**Signal metal coverage by tile**

29 x 23 tiles, from white (low) to dark blue (high), scaled to the fullest tile. Values are wire area over tile area, all layers added.
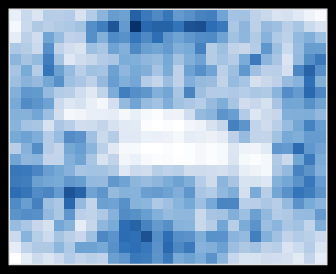
**Track usage over the die**

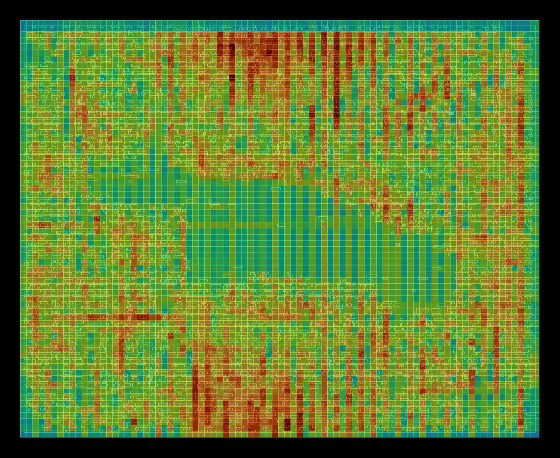
**Layout detail**

The bar under the picture is 5 um long. Region (427, 341) to (447, 361) um. Cells in gray, sequential cells in the stronger gray; small squares are vias.
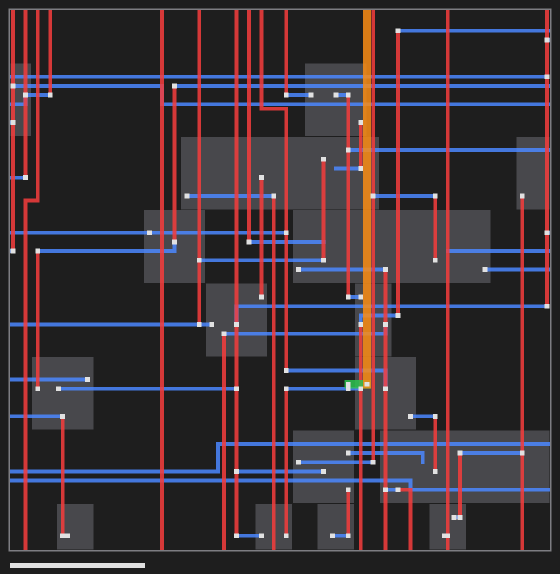
`src/rtl/vec_mul_int_seq.sv`:
```
// Time-multiplexed, pipelined elementwise integer vector multiplier with valid/ready on both sides.
// Build macro VEC_MUL_INT_SEQ_SAT_EN: saturate (instead of wrap) when prd_width < 2*bit_width.
module vec_mul_int_seq #(
  parameter int bit_width   = 8,
  parameter int length      = 32,
  parameter int prd_width   = 2*bit_width,
  parameter int lanes       = 8,
  parameter int pipe_stages = 1
) (
  input  logic                        i_clk,
  input  logic                        i_rst_n,
  input  logic                        i_valid,
  output logic                        o_ready,
  input  logic                        i_signed,
  input  logic [bit_width*length-1:0] i_vec_a,
  input  logic [bit_width*length-1:0] i_vec_b,
  output logic                        o_valid,
  input  logic                        i_ready,
  output logic [prd_width*length-1:0] o_prd
);

  localparam int beats = length / lanes;
  localparam int fw    = 2*bit_width + 2;
  localparam int cw    = $clog2(beats + 1);
  localparam int kw    = (beats > 1) ? $clog2(beats) : 1;
  localparam int ls    = pipe_stages - 1;

  if (length % lanes != 0) begin : g_len_chk
    $error("vec_mul_int_seq: length must be a multiple of lanes");
  end
  if (pipe_stages < 1) begin : g_pipe_chk
    $error("vec_mul_int_seq: pipe_stages must be >= 1");
  end

  typedef enum logic [1:0] {IDLE, BUSY, DONE} state_t;

  state_t                      state_q, state_d;
  logic [cw-1:0]               cnt_q;
  logic [bit_width*length-1:0] a_cap, b_cap;
  logic                        mode_cap;

  logic                        issue_p0;
  logic [kw-1:0]               tag_p0;
  logic signed [fw-1:0]        prd_p0 [lanes];

  logic signed [fw-1:0]        prd_p [pipe_stages][lanes];
  logic [kw-1:0]               tag_p [pipe_stages];
  logic                        vld_p [pipe_stages];
  logic                        last_wr;

  // Exact product: operands widened by their sign bit (signed mode) or zeros (unsigned mode).
  function automatic logic signed [fw-1:0] mul_ext(input logic [bit_width-1:0] a,
                                                   input logic [bit_width-1:0] b,
                                                   input logic             sgn);
    logic signed [fw-1:0] ax, bx;
    ax = {{(fw-bit_width){sgn & a[bit_width-1]}}, a};
    bx = {{(fw-bit_width){sgn & b[bit_width-1]}}, b};
    return ax * bx;
  endfunction

`ifdef VEC_MUL_INT_SEQ_SAT_EN
  localparam logic signed [fw-1:0] smax = (fw'(1) <<< (prd_width-1)) - fw'(1);
  localparam logic signed [fw-1:0] smin = -smax - fw'(1);
  localparam logic signed [fw-1:0] umax = (fw'(1) <<< prd_width) - fw'(1);
`endif

  // The full product is always a true signed value, so a signed cast extends or wraps correctly in both modes.
  function automatic logic [prd_width-1:0] narrow(input logic signed [fw-1:0] p,
                                                  input logic             sgn);
    logic [prd_width-1:0] r;
    r = prd_width'(p);
`ifdef VEC_MUL_INT_SEQ_SAT_EN
    if (prd_width < 2*bit_width) begin
      if (sgn) begin
        if (p > smax)      r = prd_width'(smax);
        else if (p < smin) r = prd_width'(smin);
      end else if (p > umax) begin
        r = prd_width'(umax);
      end
    end
`endif
    return r;
  endfunction

  // Stage p0: select beat k of the captured operands and multiply
  always_comb begin
    issue_p0 = (state_q == BUSY) && (cnt_q < cw'(beats));
    tag_p0   = kw'(cnt_q);
    for (int l = 0; l < lanes; l++) begin
      prd_p0[l] = mul_ext(a_cap[(int'(cnt_q)*lanes + l)*bit_width +: bit_width],
                          b_cap[(int'(cnt_q)*lanes + l)*bit_width +: bit_width],
                          mode_cap);
    end
  end

  // Stages p1..pN: multiplier pipeline carrying beat tag and valid
  always_ff @(posedge i_clk or negedge i_rst_n) begin
    if (!i_rst_n) begin
      for (int s = 0; s < pipe_stages; s++) begin
        vld_p[s] <= 1'b0;
        tag_p[s] <= '0;
        for (int l = 0; l < lanes; l++) prd_p[s][l] <= '0;
      end
    end else begin
      vld_p[0] <= issue_p0;
      tag_p[0] <= tag_p0;
      prd_p[0] <= prd_p0;
      for (int s = 1; s < pipe_stages; s++) begin
        vld_p[s] <= vld_p[s-1];
        tag_p[s] <= tag_p[s-1];
        prd_p[s] <= prd_p[s-1];
      end
    end
  end

  assign last_wr = vld_p[ls] && (tag_p[ls] == kw'(beats - 1));

  // Output stage: capture, beat counter and result slice write-back
  always_ff @(posedge i_clk or negedge i_rst_n) begin
    if (!i_rst_n) begin
      cnt_q    <= '0;
      a_cap    <= '0;
      b_cap    <= '0;
      mode_cap <= 1'b0;
      o_prd    <= '0;
    end else begin
      if (state_q == IDLE && i_valid) begin
        a_cap    <= i_vec_a;
        b_cap    <= i_vec_b;
        mode_cap <= i_signed;
        cnt_q    <= '0;
      end else if (issue_p0) begin
        cnt_q <= cnt_q + cw'(1);
      end
      if (vld_p[ls]) begin
        for (int l = 0; l < lanes; l++) begin
          o_prd[(int'(tag_p[ls])*lanes + l)*prd_width +: prd_width] <= narrow(prd_p[ls][l], mode_cap);
        end
      end
    end
  end

  always_ff @(posedge i_clk or negedge i_rst_n) begin
    if (!i_rst_n) state_q <= IDLE;
    else          state_q <= state_d;
  end

  always_comb begin
    state_d = state_q;
    o_ready = 1'b0;
    o_valid = 1'b0;
    case (state_q)
      IDLE: begin
        o_ready = 1'b1;
        if (i_valid) state_d = BUSY;
      end
      BUSY: if (last_wr) state_d = DONE;
      DONE: begin
        o_valid = 1'b1;
        if (i_ready) state_d = IDLE;
      end
      default: state_d = IDLE;
    endcase
  end

endmodule
```
`config.mk`:
```
export PLATFORM = sky130hd
export DESIGN_NAME = vec_mul_int_seq
export DESIGN_NICKNAME = d
export VERILOG_FILES = /design/src/rtl/vec_mul_int_seq.sv
export SDC_FILE = /design/constraint.sdc
export NUM_CORES = 2
export LEC_CHECK = 0
export CAP_MARGIN = 15
export CELL_PAD_IN_SITES_DETAIL_PLACEMENT = 1
export CELL_PAD_IN_SITES_GLOBAL_PLACEMENT = 2
export CORE_ASPECT_RATIO = 0.8
export CORE_MARGIN = 4
export CORE_UTILIZATION = 25
export DETAILED_ROUTE_END_ITERATION = 10
export GPL_ROUTABILITY_DRIVEN = 0
export GPL_TIMING_DRIVEN = 0
export MAX_ROUTING_LAYER = met4
export PLACE_DENSITY_LB_ADDON = 0.1
export REMOVE_ABC_BUFFERS = 1
export SLEW_MARGIN = 20
export SYNTH_ARGS = -nofsm -noshare
export SYNTH_HDL_FRONTEND = slang
export SYNTH_SLANG_ARGS = --single-unit
```
`constraint.sdc`:
```
create_clock -name i_clk -period 17.9 [get_ports i_clk]
set_input_delay 3.58 -clock i_clk [delete_from_list [all_inputs] [get_ports i_clk]]
set_output_delay 3.58 -clock i_clk [all_outputs]
set_load 0.01 [all_outputs]
```
==> impl_metrics.yaml <==
# implementation run metrics
final_timing:
  fmax_mhz: 127
  transition_time_at_the_pin_with_the_least_slew_margin_ns: 1.10
  timing.final.setup_violations: 0
  timing.max_slew.rel_slack: 0.262
grt:
  grt_first_pass_wirelength_mm: 358
synthesis:
  yosys.area_share.xor_xnor: 0.0182
  yosysTopAreaCell: "sky130_fd_sc_hd__dfrtp_1"
  most_common_cell: "sky130_fd_sc_hd__dfrtp_1"
  synth-async-reset-ratio: 1.00
  synth.yosys.num_cells: 5221
  compound_area_frac: 0.0859
  postSynthSeqShare: 0.440
  netlist.area_leader.share: 0.440
  top_logic_kind: "adder cells"
placed_design:
  dpl-instance-area_mm2: 0.0819
cts:
  cts_root_buffer: "sky130_fd_sc_hd__clkbuf_16"
worst_setup_path:
  crit_path_capture_type: "flip-flop"
  critical_path.startpoint_type: "flip-flop"
  cp_slowest_stage_delay_ns: 0.68
  required_time_of_the_critical_path_ns: 18.55
  timing.rr.end: "prd_p[69]$_DFF_PN0_"
run_status:
  status: "finished clean"
route:
  detail_route.first_pass.iterations: 5
  antenna_left: 0
  detailedRoute.firstIterationViolations: 1909
  wl_met1_mm: 109
  route.met2.wl_mm: 115
layout:
  area.share.combinational: 0.388
  final_layout_top_logic_cells: "1,157 x sky130_fd_sc_hd__dfrtp_1, 1,029 x sky130_fd_sc_hd__clkdlybuf4s50_1, 615 x sky130_fd_sc_hd__inv_1"
  n_sequential_cell: 1161
  drive_above_1_share: 0.165
  final.signal_buffer_count: 1169
  registers_with_the_most_flip_flops: "o_prd x512, a_cap x256, b_cap x256"
  seqAreaFraction: 0.335
  final_non_filler_cell_total: 9949
  comb.multi_input.count: 3205
floorplanning:
  num_io_pins: 1031
  tapCellCount: 3485
min_path:
  holdPathEnd: "b_cap[182]$_DFFE_PN0P_"
Back to the opening pictures, 'signal metal coverage by tile':
mean over tiles = 0.14
emptiest ninth of the die = middle
nearly empty tiles = 2.4%
tiles over half the peak = 32%
fullest tile = 0.35
routed len/inst: 24.4 um
total detailed-routing wirelength: 243 mm
overall via count from detail_route: 45,000
total global routing track utilization: 0.181

Back to the opening pictures, 'track usage over the die':
met1 Resource Use GR: 0.234
GR Layer Usage met2: 0.287
global-route met3 utilization: 0.0393
most used routing layer: met2

Back to the opening pictures, 'layout detail':
metal 1 -> blue
metal 4 -> orange
metal 2 -> red
metal 3 -> green
sequential cells in the window = 0
most frequent = and2_1 (4), inv_1 (3), fa_1 (3)
cells with their middle in the window = 15

